Design vc_fifo, sky130hd; sources not shown.
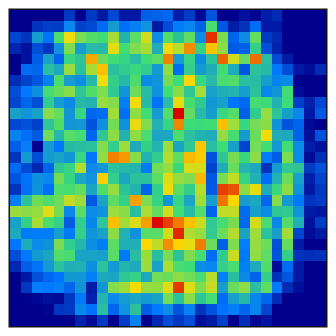
(images/route_heat.png)
29 x 29 tiles, from dark blue (low) to red (high), scaled to the fullest tile. Values are wire area over tile area, all layers added.
- emptiest ninth of the die: upper right
- densest ninth of the die: centre
- mean over tiles: 0.19
- nearly empty tiles: 9.6%
Via Count: 8,289
final WL: 25.5 mm
gr usage total: 0.245
WL/cell: 15.9 um

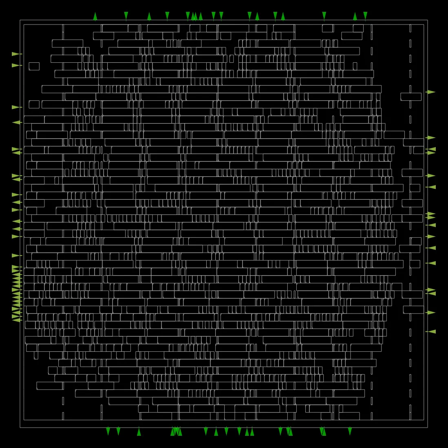
(images/placed.png)
Non-Filler Instances: 1,606
fraction of area in registers: 0.555
FP Rows: 52
Core ar.: 0.0202 sq mm

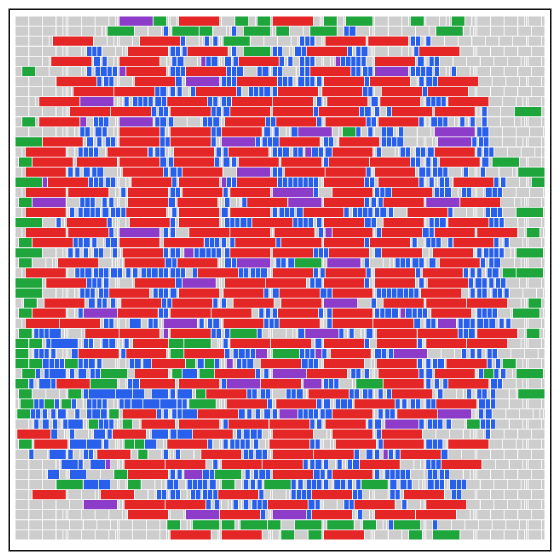
(images/class_map.png)
Fill, decap, tap and diode cells in grey.
- red: registers (cells 272)
- purple: clock drivers and dummy loads (cells 50)
- green: remaining buffers and delay cells (cells 105)
- blue: remaining logic cells (cells 909)
Finished Cell Area: 0.0146 sq mm
post-layout util: 0.721

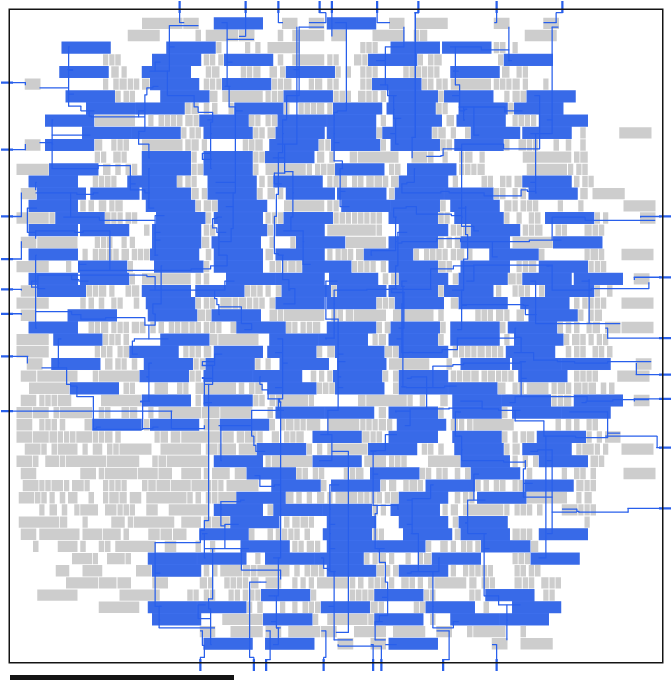
(images/port_trees.png)
The bar under the picture is 50 um long.
- blue: wr_data (bits 32; direction input; end cells 256; buffers 32; wire 2,850 um)
Port Buffers: 81
Top Ports: 82

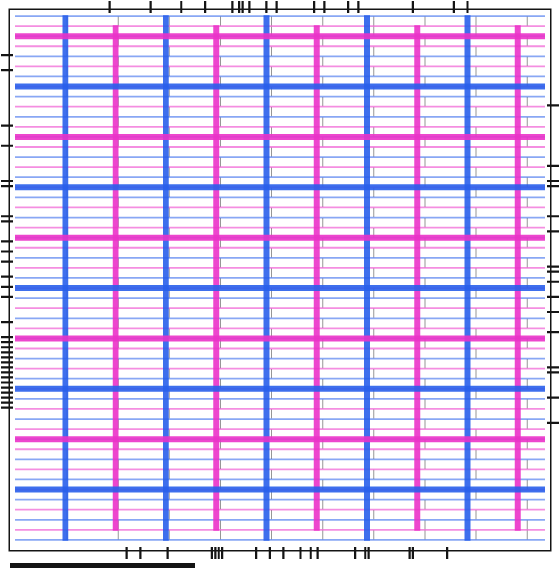
(images/floorplan.png)
The bar under the picture is 50 um long. Pins as bars on the die edge. Tap cells in grey.
- blue: VSS
- magenta: VDD
- tap cells: 270
- met1 rails: 53
- signal pins: 82
- met5 straps: 10
Die Ht: 146 um
Die X: 146 um
maximum VDD drop: 866 uV

==> ci_impl_report.md <==
### Metrics collected by this job

| Metric | Value |
|---|---|
| Final Skew | 0.0168 ns |
| P_seq | 5.35 mW |
| Worst EP arrival | 2.14 ns |
| Run status | finished, final reports clean |
| YS chip area | 0.0122 sq mm |
| Post-synthesis net count | 1,279 |
| Worst Path Required | 2.30 ns |
| Pint | 9.99 mW |
| Pre-CTS WS | 0.443 ns |
| Critical Path End Type | output pin |
| Post-layout min period | 2.54 ns |
| Layout cells sized above 1 | 0.140 |
| Comb pwr | 7.21 mW |
| Worst-Skew Late Latency | 0.54 ns |
| Vias per cell | 5.16 |
| Clk pwr | 3.75 mW |
| Hold Crit Class | primary input to async pin |
| DP Area | 0.0137 sq mm |
| Ys flops | 272 |
| MUX area fraction | 0 |
| GR peak layer | met2 |
| # clock sinks | 272 |
| Tool warnings | 33 |
| Bufs on Longest Clock Path | 3 |
| FF/Latch Area | 0.00809 sq mm |
| Final routed DRC violation total | 0 |
| #MultiIn Comb | 615 |
| Clk cell area share | 0.0615 |
| Antenna violations before repair | 0 |
| Vias in the first global route | 8,353 |
| Core Util at FP | 0.603 |
| GPL Wtd Cong | 0.760 |
| # Cells Yosys | 1,229 |
| Worst-path clk slew | 0.06 ns |
| Post-Syn Instances | 1,229 |
| Startpoint class of the critical path | flip-flop |
| R2R depth | 10 |
| Xor/xnor share | 0.00646 |
| EDFF count, synth | 256 |
| Slowest CP cell | clkdlybuf4s50_1 |
| Remaining global-route overflow | 0 |
Power is estimated from default activity; no workload was simulated.
